Figure 1. Close-up of the layout.
Region (77, 77) to (97, 97) microns. Cells in grey, sequential cells in the stronger grey; small squares are vias.
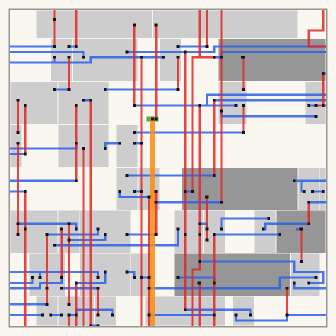
Figure 2. Cell outlines without signal wires.
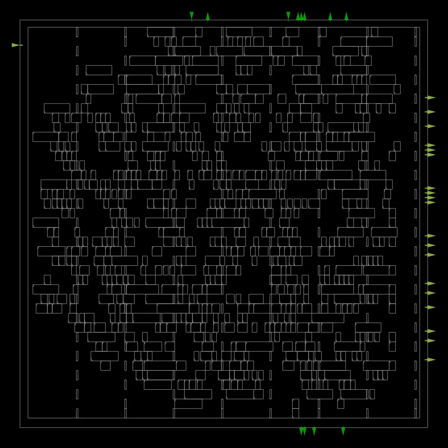
Figure 3. Drive-strength map.
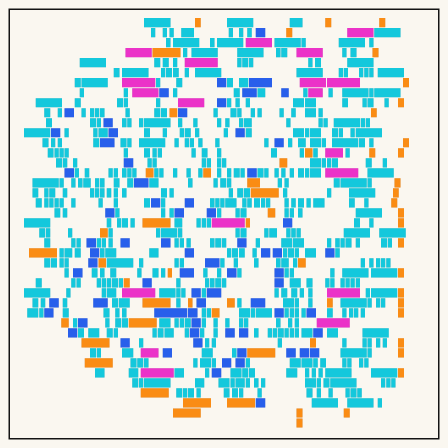
Figure 4. Cell density map.
12 x 12 tiles, from white (low) to dark blue (high), 0 to 100% covered.
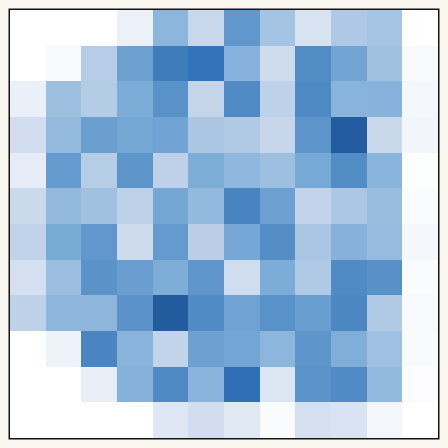
Figure 5. Pin placement.
Scale bar: 20 microns. Pins as bars across the die edge, other pins in grey.
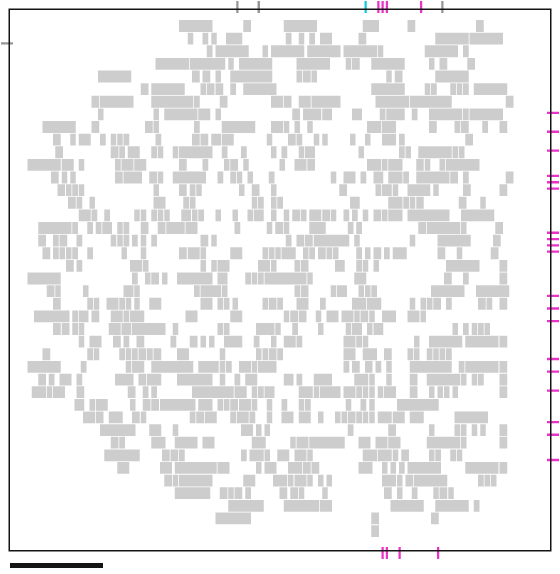
File: src/rtl/tap_tempo.sv
// rtl/tap_tempo.sv - tap interval to prescaler divisor; TAP_AVERAGE_EN averages the last two periods
`timescale 1ns/1ps
module tap_tempo #(
    parameter int WIDTH             = 27,
    parameter int MIN_PERIOD        = 2_500_000,
    parameter int MAX_PERIOD        = 100_000_000,
    parameter int DEFAULT_PRESCALER = 24_999_999
) (
    input  logic             CLOCK_50,
    input  logic             RESET,
    input  logic             iTAP,
    output logic [WIDTH-1:0] oPRESCALER,
    output logic             oVALID,
    output logic             oTIMEOUT
);

    localparam logic [WIDTH-1:0] MIN_P = WIDTH'(MIN_PERIOD);
    localparam logic [WIDTH-1:0] MAX_P = WIDTH'(MAX_PERIOD);
    localparam logic [WIDTH-1:0] DEF_P = WIDTH'(DEFAULT_PRESCALER);

    typedef enum logic {IDLE, MEASURE} state_t;

    state_t           state;
    logic             sync1, sync2, sync3;
    logic             tap;
    logic [WIDTH-1:0] count;
    logic [WIDTH-1:0] next_presc;

`ifdef TAP_AVERAGE_EN
    logic [WIDTH-1:0] prev;
    logic             prev_valid;
    logic [WIDTH:0]   avg_sum;

    assign avg_sum = {1'b0, count} + {1'b0, prev};
`endif

    assign tap = sync2 & ~sync3;

    always_ff @(posedge CLOCK_50) begin
        if (RESET) begin
            sync1 <= 1'b0;
            sync2 <= 1'b0;
            sync3 <= 1'b0;
        end else begin
            sync1 <= iTAP;
            sync2 <= sync1;
            sync3 <= sync2;
        end
    end

    always_comb begin
        next_presc = (count >> 1) - WIDTH'(1);
`ifdef TAP_AVERAGE_EN
        if (prev_valid)
            next_presc = WIDTH'(avg_sum >> 2) - WIDTH'(1);
`endif
    end

    // count holds the cycles elapsed since the last accepted tap, so in the
    // cycle of the next tap it equals that tap's period P.
    always_ff @(posedge CLOCK_50) begin
        if (RESET) begin
            state      <= IDLE;
            count      <= '0;
            oPRESCALER <= DEF_P;
            oVALID     <= 1'b0;
            oTIMEOUT   <= 1'b0;
`ifdef TAP_AVERAGE_EN
            prev       <= '0;
            prev_valid <= 1'b0;
`endif
        end else begin
            oVALID   <= 1'b0;
            oTIMEOUT <= 1'b0;
            case (state)
                IDLE: begin
                    if (tap) begin
                        state <= MEASURE;
                        count <= WIDTH'(1);
                    end
                end
                MEASURE: begin
                    // count never exceeds MAX_P here, so only the lower bound is tested
                    if (tap && count >= MIN_P) begin
                        oPRESCALER <= next_presc;
                        oVALID     <= 1'b1;
                        count      <= WIDTH'(1);
`ifdef TAP_AVERAGE_EN
                        prev       <= count;
                        prev_valid <= 1'b1;
`endif
                    end else if (count == MAX_P) begin
                        oTIMEOUT <= 1'b1;
                        state    <= IDLE;
                        count    <= '0;
`ifdef TAP_AVERAGE_EN
                        prev_valid <= 1'b0;
`endif
                    end else begin
                        count <= count + WIDTH'(1);
                    end
                end
                default: begin
                    state <= IDLE;
                    count <= '0;
                end
            endcase
        end
    end

endmodule

File: config.mk
export PLATFORM = sky130hd
export DESIGN_NAME = tap_tempo
export DESIGN_NICKNAME = d
export VERILOG_FILES = /design/src/rtl/tap_tempo.sv
export SDC_FILE = /design/constraint.sdc
export NUM_CORES = 1
export LEC_CHECK = 0
export ABC_AREA = 1
export CAP_MARGIN = 15
export CORE_MARGIN = 2
export CORE_UTILIZATION = 31
export DETAILED_ROUTE_END_ITERATION = 12
export PLACE_DENSITY_LB_ADDON = 0.08
export RECOVER_POWER = 100
export SYNTH_ARGS = -nofsm -noshare
export SYNTH_HDL_FRONTEND = slang
export SYNTH_SLANG_ARGS = --single-unit
File: constraint.sdc
create_clock -name CLOCK_50 -period 1.8 [get_ports CLOCK_50]
set_input_delay 0.54 -clock CLOCK_50 [delete_from_list [all_inputs] [get_ports CLOCK_50]]
set_output_delay 0.54 -clock CLOCK_50 [all_outputs]
set_load 0.1 [all_outputs]
==> changes_impl.md <==
### Metrics

- Result of the run: finished, final reports clean
- H-tree levels: 3
- Maximum number of pins on one net before global-route repair: 32
- Source-to-sink clock delay at the later pin of the worst-skew pair: around 0.34 ns
- Floorplan core density: a little under a third
- Num CTS Buffers: 9
- Critical-path maximum fanout: 4
- Synthesized registers: about 60
- Vias per inst: ~4.6
- Final ANT Viol Nets: 0
- Final number of hold-violating endpoints: 0
- Post-Place Cell Area: just over 0.005 sq mm
- Top logic cell by instance count in the layout: nand2_1
- Destination of the worst register-to-register timing path: oPRESCALER[21]
- Syn_area_per_cell: 6.17 sq um
- Boundary pin count: 32
- Category of cells accounting for the largest share of critical-path delay: simple AND/OR/NAND/NOR gates
- Number of global-route vias before repair: just under 4000
- Post-detailed-route DRC marker count: 0
- Number of failing setup endpoints in the final timing report: 0
- Final worst clock skew: ~0.0069 ns
- Worst R2R Setup Slack: 0.11 ns
- Crit share post-route: 93.8%
- Critical path required time: around 2 ns
- Worst slack at placement: 0.0247 ns
- Placement row count: between 40 and 50
- First-pass GRT wire length: 20300 microns
- Pins Over Slew Limit: 0
- Max-Slew Margin vs Limit: a little under two thirds
- Hold path depth: 2
- # Cells Yosys: about 630
- Worst hold path endpoint: sync2
- Clock tree from TritonCTS: yes
- Area taken by flip-flops and latches: 0.00122 sq mm
- R2r startpoint: count[2]
- Cell chosen for the clock root: clkbuf_16
- Reported leakage power: between 0.002 and 0.0025 uW
- Post-DP HPWL: roughly 10000 microns
- Mapped cell area: slightly below 0.004 sq mm
- Comb gate area: roughly 0.0023 sq mm
- Die area: 0.0135 sq mm
- Number of nets in the synthesized netlist: roughly 640
- Reg2reg path depth: 10
- Routability cong.: around 0.94
- Arrival time worst endpoint: 1.91 ns
- RSZ-0062 raised after global routing: true
- CP Capture Type: flop
- Routed wirelength normalized by instance count: ~15 microns
- Maximum vdd drop: about 0.00030 V
- Kind of path behind the tightest hold check: reg -> reg
- Remaining global-route overflow: 0
- Number of buffers inserted by hold repair at cts: 0
- Postcts setup bufs: 0
- DRC violation total after the first TritonRoute iteration: approximately 250
- Category of the critical setup timing path: reg -> reg
- Number of vias after detailed routing: 4117
- Cells traversed along the worst timing path: buf_4, nor2_2, nand2_1, nor2_4, nand2_2, nor2_2, nand2_1, xor2_1, nand2_1, nand2_1
- Most frequent CP cell: nand2_1
- Portion of the post-synthesis area used by sequential elements: between 30% and 40%
- Maximum clock frequency: about 600 MHz
- Cell count after synthesis: approximately 630
- Min cycle time layout: about 1.7 ns
- Antenna violations before repair: 0
- Port-buffer cells: 31
- Launch instance of the worst min-delay path: sync1
- Chip area estimate from yosys synthesis: ~0.0039 sq mm
- Antenna fix cells: 0
- Slowest-stage cell, CP: dfxtp_1
- Share of layout cells above drive strength 1: between 20% and 30%
- GRT Util Overall: between 10% and 20%
- Yosys warning count: 0
- Worst-Margin Slew: around 0.54 ns
- Fill cell count: 1374
- Largest stage delay on the critical path: between 0.3 and 0.4 ns
- TritonRoute pass-1 iters: 5
- Wirelength, routed: roughly 13000 microns
- Post-CTS sizing: 0
- Kind of start point of the critical path: flop
- Post-layout nets: just over 700
- Power Dens Cells: 616 mW/mm^2
- Clock sink count: roughly 60
- Distinct lib cells: 27
- Buffers and inverters on the worst path: 1
- Number of buffers on the longest clock path: 2
Notes on Figure 1 above:
Red marks met2. Blue marks met1. Orange marks met4. Green marks met3.
Sequential cells in the window: 3. Netlist names of flops here include `oPRESCALER` (3). 33 logic cells have their middle in the window. Most frequent: nand2_1 (10), xor2_1 (6).

Notes on Figure 2 above:
flop share of the area: 24.3%
core box area: 0.0125 sq mm
registers: 60

Notes on Figure 3 above:
Magenta marks drive 6 and up, cells 19, most used clkbuf_16. Cyan marks drive 1 or less, cells 567, most used nand2_1. Blue marks drive 3 to 4, cells 71, most used buf_4. Orange marks drive 2, cells 59, most used buf_2.
post-route worst setup slack: 0.112 ns
area overhead of the layout relative to synthesis: 28.3%
post-route design area: 0.00502 sq mm
buffer count excluding the clock tree in the final layout: 98

Notes on Figure 4 above:
The fullest tile reaches 82%. The mean over all tiles is 36%. 1.4% of the tiles are over 75% full.

Notes on Figure 5 above:
Magenta marks `oPRESCALER`, pins 27, direction output, edge 19 east, 4 south, 4 north. Cyan marks `RESET`, pins 1, direction input, edge north.
All pins by edge: 19 east, 8 north, 4 south, 1 west.
die x size: 116 microns
Die H: 116 microns

## sequential cells by signal, indices dropped and copies added (netlist names)
signal / count
sync1: 1
oTIMEOUT: 1
count: 27
sync3: 1
oVALID: 1
oPRESCALER: 27
sync2: 1
state: 1
## cell type report
| type | instances | share of cell area, % |
|---|---|---|
| multi-input cells | 486 | 46.6 |
| inverters | 57 | 4.31 |
| well taps | 172 | 4.29 |
| repair buffers | 98 | 15.2 |
| clock inverters | 2 | 0.200 |
| flip-flops and latches | 60 | 24.3 |
| clock buffers | 13 | 5.19 |
## layer usage
| metal | up-vias | GRT usage, % | wire length [microns] |
|---|---|---|---|
| met4 | 0 | 8.02 | 358 |
| met3 | 22 | 3.01 | 705 |
| met1 | 1864 | 27.0 | 6060 |
| met5 | - | 0 | 0 |
| met2 | 104 | 31.9 | 5770 |
| li1 | 2127 | - | - |
## cell families after synthesis
| family | after synthesis | synth area share, % |
|---|---|---|
| adders and majority gates | 4 | 1.28 |
| DFF | 60 | 30.7 |
| and+or+nand+nor | 409 | 45.2 |
| xor gates and xnor gates | 32 | 7.17 |
| AOI/OAI and AO/OA | 41 | 5.25 |
| buffers and inverters | 88 | 10.4 |
## where the power goes
group	internal [uW]	switching (uW)
Clock	992	579
Sequential	1340	11.4
Combinational	68.8	100
## cells in the mapped netlist
| master | instances | area, sq um |
|---|---|---|
| inv_1 | 56 | 210 |
| dfxtp_1 | 60 | 1200 |
| nand3b_1 | 11 | 82.6 |
| nor2_1 | 110 | 413 |
| nor2_4 | 4 | 45.0 |
| buf_6 | 5 | 56.3 |
| inv_4 | 1 | 6.26 |
| nor3_1 | 5 | 25.0 |
| nand3_4 | 1 | 17.5 |
| nor2_2 | 8 | 50.1 |
| ha_1 | 4 | 50.1 |
| nor4_1 | 1 | 6.26 |
| clkbuf_1 | 11 | 41.3 |
| nand3_1 | 60 | 300 |
| a21oi_1 | 27 | 135 |
| nand2_2 | 1 | 6.26 |
| or2_2 | 1 | 6.26 |
| nand4_1 | 7 | 43.8 |
| xnor2_1 | 2 | 17.5 |
| o21ai_1 | 2 | 10.0 |
| o21ai_0 | 12 | 60.1 |
| xor2_1 | 30 | 263 |
| buf_2 | 8 | 40.0 |
| buf_4 | 7 | 52.6 |
| nand3_2 | 1 | 10.0 |
| nand2_1 | 197 | 739 |
| nand2_4 | 2 | 22.5 |
## worst max-delay path by stage
stage                     end      start  cells after the start
4_1_cts             count[21]  count[12]                     10
3_5_place_dp    oPRESCALER[2]      RESET                      5
5_1_grt        oPRESCALER[21]   count[2]                     10
3_3_place_gp    oPRESCALER[2]      RESET                      5
2_1_floorplan       count[13]   count[2]                     11
6_report       oPRESCALER[21]   count[2]                     10
## through the flow
| stage | total power, uW | instances | utilization, % | hold WS (ns) | setup TNS (ns) |
|---|---|---|---|---|---|
| floorplan | 1460 | 634 | - | 0.388 | 0 |
| global placement | 1540 | 872 | 41.0 | 0.402 | 0 |
| finish | 3090 | 888 | 40.2 | 0.420 | 0 |
| CTS | 3130 | 887 | 43.1 | 0.421 | 0 |
| detailed placement | 1540 | 872 | 41.0 | 0.414 | 0 |
| global route | 3200 | 888 | 40.2 | 0.438 | -0.0180 |
Power and IR drop assume default switching activity.
